File: src/rtl/scoreboard_ctrl.sv
// Register scoreboard for the decode stage.
// Keeps a small saturating counter of in-flight writes for each architectural
// register. Decode is stalled on RAW/WAW hazards against those counters. A
// drain handshake lets fence/CSR sequencing wait until no writes are pending.
module scoreboard_ctrl #(
  parameter int NUM_REGS = 32,
  parameter int CNT_W    = 2
) (
  input  logic                i_clk,
  input  logic                i_rst,
  input  logic                i_rs1_en,
  input  logic [4:0]          i_rs1_addr,
  input  logic                i_rs2_en,
  input  logic [4:0]          i_rs2_addr,
  input  logic                i_rd_we,
  input  logic [4:0]          i_rd_addr,
  input  logic                i_issue,
  input  logic                i_issue_rd_we,
  input  logic [4:0]          i_issue_rd,
  input  logic                i_wb_valid,
  input  logic [4:0]          i_wb_rd,
  input  logic                i_kill_valid,
  input  logic [4:0]          i_kill_rd,
  input  logic                i_drain_req,
  output logic                o_stall,
  output logic [NUM_REGS-1:0] o_busy,
  output logic                o_drain_ack,
  output logic                o_err
);

  typedef enum logic [1:0] {
    IDLE  = 2'd0,
    DRAIN = 2'd1,
    DONE  = 2'd2
  } state_t;

  // Two extra bits give room for the sign and for cnt+1 without wrapping.
  localparam int SUM_W = CNT_W + 2;
  localparam logic signed [SUM_W-1:0] CNT_MAX_S = SUM_W'((1 << CNT_W) - 1);

  logic [CNT_W-1:0]        cnt      [NUM_REGS];
  logic [CNT_W-1:0]        cnt_next [NUM_REGS];
  logic signed [SUM_W-1:0] sum;
  logic                    inc;
  logic                    dec_wb;
  logic                    dec_kill;
  logic                    err_set;
  logic                    all_zero_next;
  logic                    hazard;
  state_t                  state;
  state_t                  state_next;

  // Net per-register update for this cycle, with saturation and error flagging.
  always_comb begin
    // NOTE: every combinational output gets a default before any branch, so no path can infer a latch.
    sum           = '0;
    inc           = 1'b0;
    dec_wb        = 1'b0;
    dec_kill      = 1'b0;
    err_set       = 1'b0;
    all_zero_next = 1'b1;
    cnt_next[0]   = '0;
    for (int r = 1; r < NUM_REGS; r++) begin
      inc      = i_issue && i_issue_rd_we && (i_issue_rd == 5'(r));
      dec_wb   = i_wb_valid && (i_wb_rd == 5'(r));
      dec_kill = i_kill_valid && (i_kill_rd == 5'(r));
      sum      = SUM_W'(cnt[r]) + SUM_W'(inc) - SUM_W'(dec_wb) - SUM_W'(dec_kill);
      if (sum[SUM_W-1]) begin
        cnt_next[r] = '0;
        err_set     = 1'b1;
      end else if (sum > CNT_MAX_S) begin
        cnt_next[r] = '1;
        err_set     = 1'b1;
      end else begin
        cnt_next[r] = sum[CNT_W-1:0];
      end
      if (cnt_next[r] != '0) begin
        all_zero_next = 1'b0;
      end
    end
  end

  // Counter array and sticky error flag.
  always_ff @(posedge i_clk or posedge i_rst) begin
    // NOTE: the counter array is reset explicitly; a flush or reset must leave no phantom pending writes.
    if (i_rst) begin
      for (int r = 0; r < NUM_REGS; r++) begin
        cnt[r] <= '0;
      end
      o_err <= 1'b0;
    end else begin
      // NOTE: sequential state uses non-blocking assignments so every register samples pre-edge values.
      for (int r = 0; r < NUM_REGS; r++) begin
        cnt[r] <= cnt_next[r];
      end
      if (err_set) begin
        o_err <= 1'b1;
      end
    end
  end

  // Busy vector straight from the registered counters; x0 is never tracked.
  always_comb begin
    o_busy = '0;
    for (int r = 1; r < NUM_REGS; r++) begin
      o_busy[r] = (cnt[r] != '0);
    end
  end

  // Hazard check against registered counters only (no same-cycle writeback bypass).
  always_comb begin
    hazard = (i_rs1_en && (i_rs1_addr != 5'd0) && (cnt[i_rs1_addr] != '0)) ||
             (i_rs2_en && (i_rs2_addr != 5'd0) && (cnt[i_rs2_addr] != '0)) ||
             (i_rd_we  && (i_rd_addr  != 5'd0) && (cnt[i_rd_addr]  != '0));
  end

  // Drain FSM state register.
  always_ff @(posedge i_clk or posedge i_rst) begin
    if (i_rst) begin
      state <= IDLE;
    end else begin
      state <= state_next;
    end
  end

  // Drain FSM next state and outputs; decode is held in any non-idle state.
  always_comb begin
    state_next  = state;
    o_drain_ack = 1'b0;
    o_stall     = hazard;
    case (state)
      IDLE: begin
        if (i_drain_req) begin
          state_next = DRAIN;
        end
      end
      DRAIN: begin
        o_stall = 1'b1;
        // Looks at next-state counters so the last writeback completes the drain in its own cycle.
        if (all_zero_next) begin
          state_next = DONE;
        end
      end
      DONE: begin
        o_stall     = 1'b1;
        o_drain_ack = 1'b1;
        if (!i_drain_req) begin
          state_next = IDLE;
        end
      end
      default: begin
        state_next = IDLE;
      end
    endcase
  end

endmodule
File: config.mk
export PLATFORM = sky130hd
export DESIGN_NAME = scoreboard_ctrl
export DESIGN_NICKNAME = d
export VERILOG_FILES = /design/src/rtl/scoreboard_ctrl.sv
export SDC_FILE = /design/constraint.sdc
export NUM_CORES = 1
export LEC_CHECK = 0
export ABC_AREA = 1
export CAP_MARGIN = 20
export CORE_AREA = 2 2 166 168
export DETAILED_ROUTE_END_ITERATION = 8
export DIE_AREA = 0 0 168 170
export PLACE_DENSITY = 0.46
export SLEW_MARGIN = 20
export SYNTH_ARGS = -nofsm -noshare
export SYNTH_HDL_FRONTEND = slang
export SYNTH_SLANG_ARGS = --single-unit
File: constraint.sdc
create_clock -name i_clk -period 4.5 [get_ports i_clk]
set_input_delay 0.9 -clock i_clk [delete_from_list [all_inputs] [get_ports i_clk]]
set_output_delay 0.9 -clock i_clk [all_outputs]
set_load 0.05 [all_outputs]
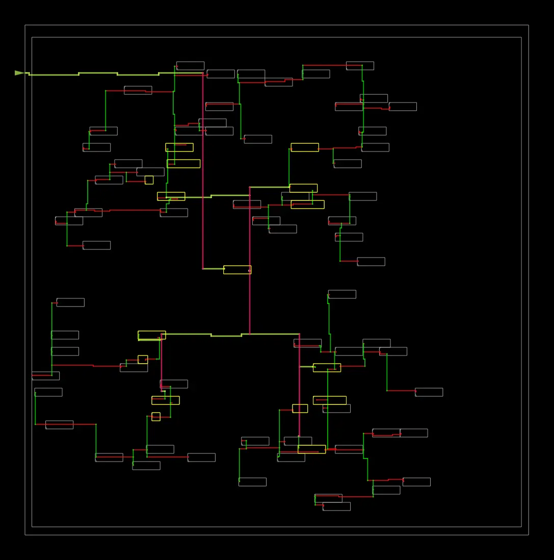
**Above:** run 1 (clock wiring as the flow saved it).
clock buffers: 10
clock sink count: 65

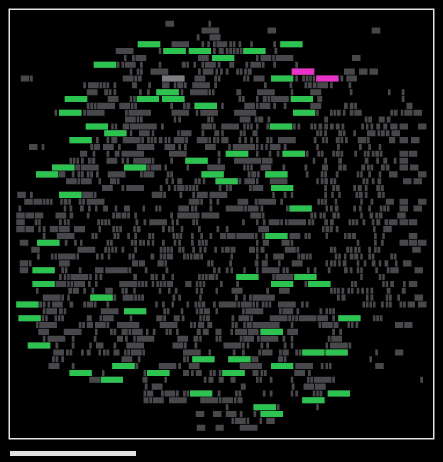
**Above:** run 1 (sequential cells coloured by netlist name).
Bar = 50 µm. Other sequential cells in the stronger grey, the rest of the logic in the fainter grey.
Green shows `cnt`, placed flops 62, where all over the die. Magenta shows `state`, placed flops 2.

==> impl_metrics.ini, run 1 <==
; flow metrics
[place]
dp.cells = 1610
dp_hpwl_mm = 23.8
io_buffers = 73

[yosys]
synth_top_cell_by_count = inv_1
top_cells_by_area = dfrtp_1, inv_1, ha_1
ys_types = 27
ys_sh_adder_pct = 31.4
syn_area_mm2 = 0.00795
synth.logic.top_family = adder cells
synthAoiAreaFrac_pct = 3.42
synth-simple-area-share_pct = 28.1
ff_type = dfrtp_1
xor_area_share_pct = 0
synthesis.nets = 1377
top_area_share_pct = 20.5

[clocking]
clock_latency_ns = 0.35
cts_setup_buffers = 0

[global_route]
grt_pass1_wl_mm = 42.0
use_met2_pct = 32.1
gr-total-overflow = 0
grt_util_all_layers_pct = 19.9
grt_max_degree = 30
use_met3_pct = 3.07
antenna_found_initial = 0

[pwr]
clkPwrFrac_pct = 19.2
power_mw = 4.49
ir_worst_vdd_v = 0.000180
pwr.group.clock_mw = 0.861
power.group.top = combinational cells
p_sw_mw = 2.28

[drt]
vias = 7158
wl_met3_mm = 1.28
drc = 0
m1WireLength_mm = 13.0
routed_wl_mm = 27.4
route.met2.wl_mm = 12.2
drt_iter0_drc = 465

[cells_and_area]
diodes = 0
final_cell_mix = inv_1, nand2_1, nor2_1
largest-register = cnt
area_growth_pct = 21.2
seq_cells = 65
seq-cell-share_pct = 16.9
final_cell_count_no_fill = 1626
nNonClkInverters = 340
top_area_cell_class = logic gates
largest_register_ff_count = 62
postLayoutCellArea_mm2 = 0.00963
drive_gt1_share_pct = 4.05
logic_gate_count = 763

[final_timing]
slew_headroom_pct = 46.1
skew_ns = 0.00946
rsz0062_at_grt = false
worst_pin_slew_ns = 0.805
fin_crit_ns = 4.14
fmax_mhz = 242
holdWs_ns = 0.515
hold_viol = 0
setup_viol = 0
fin_ws_ns = 0.364

[worst_hold_path]
hold_path_class = flip-flop to flip-flop
hold_end = state[1]

[setup_path]
crit_type = input port to flip-flop
required_ns = 4.74
path_max_fanout = 10
startpoint = i_wb_rd[4]
cp_top_family = simple AND/OR/NAND/NOR gates
r2r_slack_ns = 1.59
critical_path_buf_inv_count = 5
path_cells = clkdlybuf4s50_1 > nand2_1 > nor2_1 > buf_4 > fa_1 > inv_1 > ha_1 > inv_1 > fa_1 > nand4_1 > nor3_1 > buf_4 > nand2_1 > nor2_1 > nand3_1 > nand2_2 > nand2_1 > nand2_1 > nand2_1
crit_path_end = state[0]

[run_status]
status = complete, no violations

[die]
io_pins = 75

[run]
warning_count = 93
maxCapViolations = 0
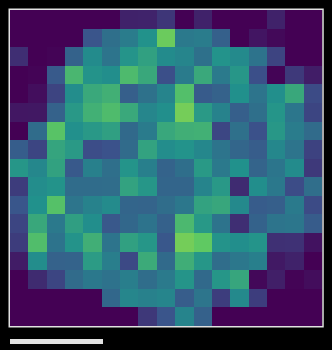
**Above:** run 1 (local utilization).
Bar = 50 µm. 17 x 17 tiles, from dark purple (low) to yellow (high), 0 to 100% covered.
The mean over all tiles is 32%. 1.4% of the tiles are over 75% full. 18% of the tiles are nearly empty.

**Run 1: wiring heat map**

34 x 34 tiles, from dark purple (low) to yellow (high), scaled to the fullest tile. Values are wire area over tile area, all layers added.
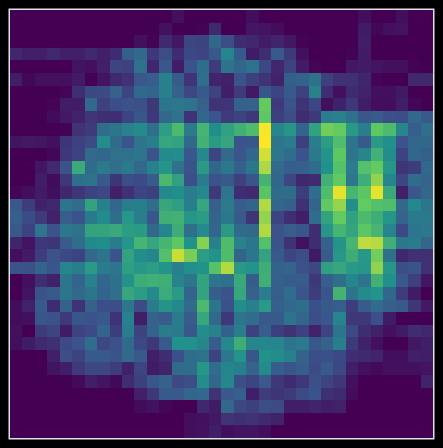

==> inputs of run 2 (changes only) <==
==> constraint.sdc (replaced) <==
create_clock -name i_clk -period 4.5 [get_ports i_clk]
set_input_delay 1.35 -clock i_clk [delete_from_list [all_inputs] [get_ports i_clk]]
set_output_delay 1.35 -clock i_clk [all_outputs]
set_load 0.05 [all_outputs]
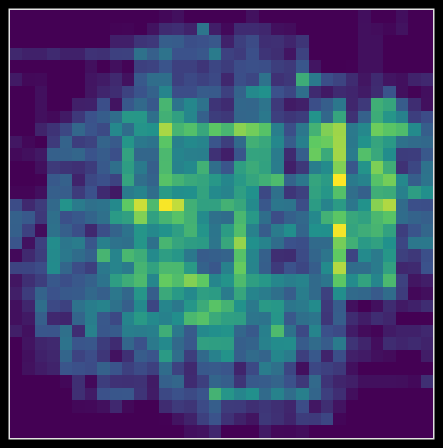
**Above:** run 2 (wiring heat map).
34 x 34 tiles, from dark purple (low) to yellow (high), scaled to the fullest tile. Values are wire area over tile area, all layers added.
The densest ninth of the die: centre. The mean over all tiles is 0.16. The fullest tile reaches 0.60. 17% of the tiles are over half the peak. 18% of the tiles are nearly empty.

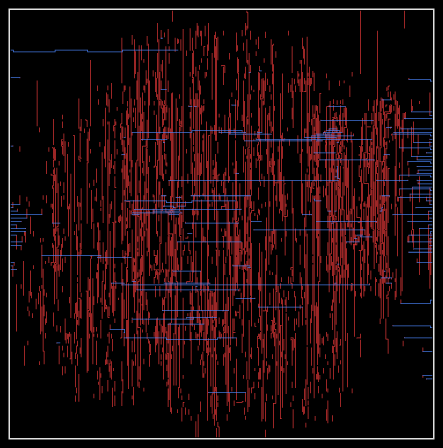
**Above:** run 2 (metal layers overlaid).
Only two layers are drawn.
Blue shows met3, wire length 1,550 µm. Red shows met2, wire length 13,300 µm.

==> impl_metrics.ini, run 2 <==
; flow metrics
[drt]
m1WireLength_mm = 13.3
wl_met3_mm = 1.55
drt_iter0_drc = 430
vias = 7728
routed_wl_mm = 29.1

[cells_and_area]
top_area_cell_class = logic gates
nNonClkInverters = 340
postLayoutCellArea_mm2 = 0.0109
largest_register_ff_count = 62
final_cell_mix = inv_1, nand2_1, nor2_1
logic_gate_count = 763
area_growth_pct = 36.9
n_clock_buffer = 11
largest-register = cnt
final_cell_count_no_fill = 1780
diodes = 0

[setup_path]
required_ns = 3.15
crit_path_end = o_stall
path_cells = dlygate4sd2_1 > inv_1 > nand2_2 > nor2_1 > nor2_1 > nand3_1 > nand2_1 > nand2_1 > nand2_1 > nand2_1 > nand3_1 > nand2_1 > inv_1 > nand2_1 > buf_12
critical_path_buf_inv_count = 4
path_max_fanout = 5

[final_timing]
hold_viol = 0
slew_headroom_pct = 42.2
fin_ws_ns = 0.132
fmax_mhz = 229
setup_viol = 0
skew_ns = 0.00645
worst_pin_slew_ns = 0.864
fin_crit_ns = 4.37

[place]
dp.cells = 1763
dp_hpwl_mm = 25.4
io_buffers = 73

[global_route]
gr-total-overflow = 0
grt_max_degree = 29
use_met3_pct = 3.00
use_met2_pct = 34.8
grt_util_all_layers_pct = 21.1
antenna_found_initial = 0

[clocking]
cts_setup_buffers = 0
numClockSinks = 65

[yosys]
synthAoiAreaFrac_pct = 3.42
ys_types = 27
top_cells_by_area = dfrtp_1, inv_1, ha_1
ff_type = dfrtp_1
syn_area_mm2 = 0.00795
xor_area_share_pct = 0
synth-simple-area-share_pct = 28.1
top_area_share_pct = 20.5
synthesis.nets = 1377

[die]
io_pins = 75

[pwr]
power.group.top = combinational cells
ir_worst_vdd_v = 0.000190
power_mw = 4.62
clkPwrFrac_pct = 16.0

[run]
warning_count = 93
maxCapViolations = 0

[worst_hold_path]
hold_end = state[1]
hold_path_class = flip-flop to flip-flop

[run_status]
status = complete, no violations
**Run 2: local utilization**

Bar = 50 µm. 17 x 17 tiles, from dark purple (low) to yellow (high), 0 to 100% covered.
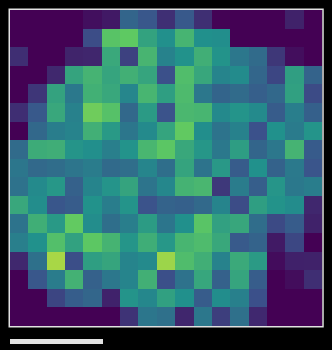

==> inputs of run 3 (changes only) <==
--- a/config.mk
+++ b/config.mk
@@ -11,6 +11,7 @@
 export DETAILED_ROUTE_END_ITERATION = 8
 export DIE_AREA = 0 0 168 170
 export PLACE_DENSITY = 0.46
+export SKIP_CTS_REPAIR_TIMING = 1
 export SLEW_MARGIN = 20
 export SYNTH_ARGS = -nofsm -noshare
 export SYNTH_HDL_FRONTEND = slang
==> constraint.sdc (replaced) <==
create_clock -name i_clk -period 4.5 [get_ports i_clk]
set_input_delay 1.35 -clock i_clk [delete_from_list [all_inputs] [get_ports i_clk]]
set_output_delay 1.35 -clock i_clk [all_outputs]
set_load 0.005 [all_outputs]
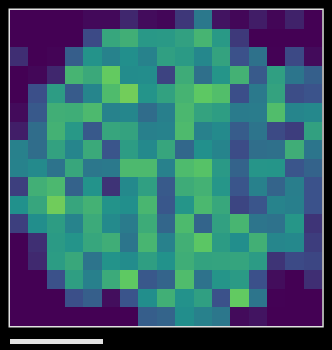
**Above:** run 3 (local utilization).
Bar = 50 µm. 17 x 17 tiles, from dark purple (low) to yellow (high), 0 to 100% covered.
The mean over all tiles is 37%. 1.4% of the tiles are over 75% full. The fullest tile reaches 78%. The densest ninth of the die: centre.

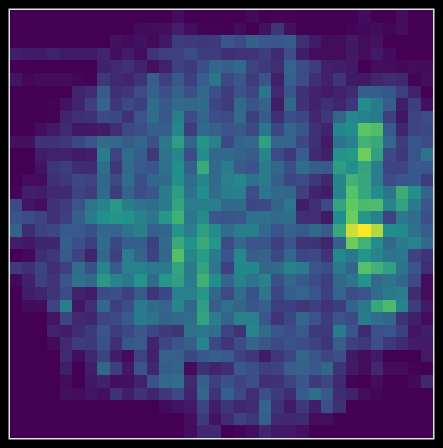
**Above:** run 3 (wiring heat map).
34 x 34 tiles, from dark purple (low) to yellow (high), scaled to the fullest tile. Values are wire area over tile area, all layers added.
The fullest tile reaches 0.76. 5.5% of the tiles are over half the peak. 18% of the tiles are nearly empty. The mean over all tiles is 0.16.

==> impl_metrics.ini, run 3 <==
; flow metrics
[run_status]
status = complete, no violations

[yosys]
xor_area_share_pct = 0
ys_sh_adder_pct = 31.4
synthesis.nets = 1377
top_area_share_pct = 20.5
top_cells_by_area = dfrtp_1, inv_1, ha_1
synth_top_cell_by_count = inv_1
ff_type = dfrtp_1
synth.logic.top_family = adder cells

[clocking]
clock_latency_ns = 0.35
numClockSinks = 65

[setup_path]
startpoint = i_kill_valid
r2r_slack_ns = 1.72
required_ns = 4.74
path_cells = clkdlybuf4s50_1 > inv_1 > nor2_1 > inv_2 > buf_6 > nor2_1 > inv_1 > nor2_1 > fa_1 > inv_1 > ha_1 > inv_1 > fa_1 > nand2_1 > nor2_2 > nand2_1 > nor3_2 > nand2_1 > nor2_2 > nand3_2 > nand2_2 > nand2_1 > nand2_1 > nand2_1

[final_timing]
fin_ws_ns = 0.153
holdWs_ns = 0.518
fin_crit_ns = 4.35
hold_viol = 0
worst_pin_slew_ns = 0.821
fmax_mhz = 230
slew_headroom_pct = 45.1

[drt]
route.met2.wl_mm = 13.7
drc = 0
drt_iter0_drc = 441
m1WireLength_mm = 13.5
vias = 7759
wl_met3_mm = 1.13

[pwr]
power_mw = 4.27
ir_worst_vdd_v = 0.000191
power.group.top = combinational cells

[cells_and_area]
nNonClkInverters = 340
seq-cell-share_pct = 14.7
largest-register = cnt
final_cell_mix = inv_1, nand2_1, nor2_1
postLayoutCellArea_mm2 = 0.0111
drive_gt1_share_pct = 18.3
area_growth_pct = 39.6
final_cell_count_no_fill = 1799
largest_register_ff_count = 62

[global_route]
antenna_found_initial = 1
use_met3_pct = 2.93
grt_pass1_wl_mm = 45.4
gr-total-overflow = 0

[run]
maxCapViolations = 0

[place]
io_buffers = 73
dp_hpwl_mm = 25.3
dp.cells = 1778

[die]
io_pins = 75
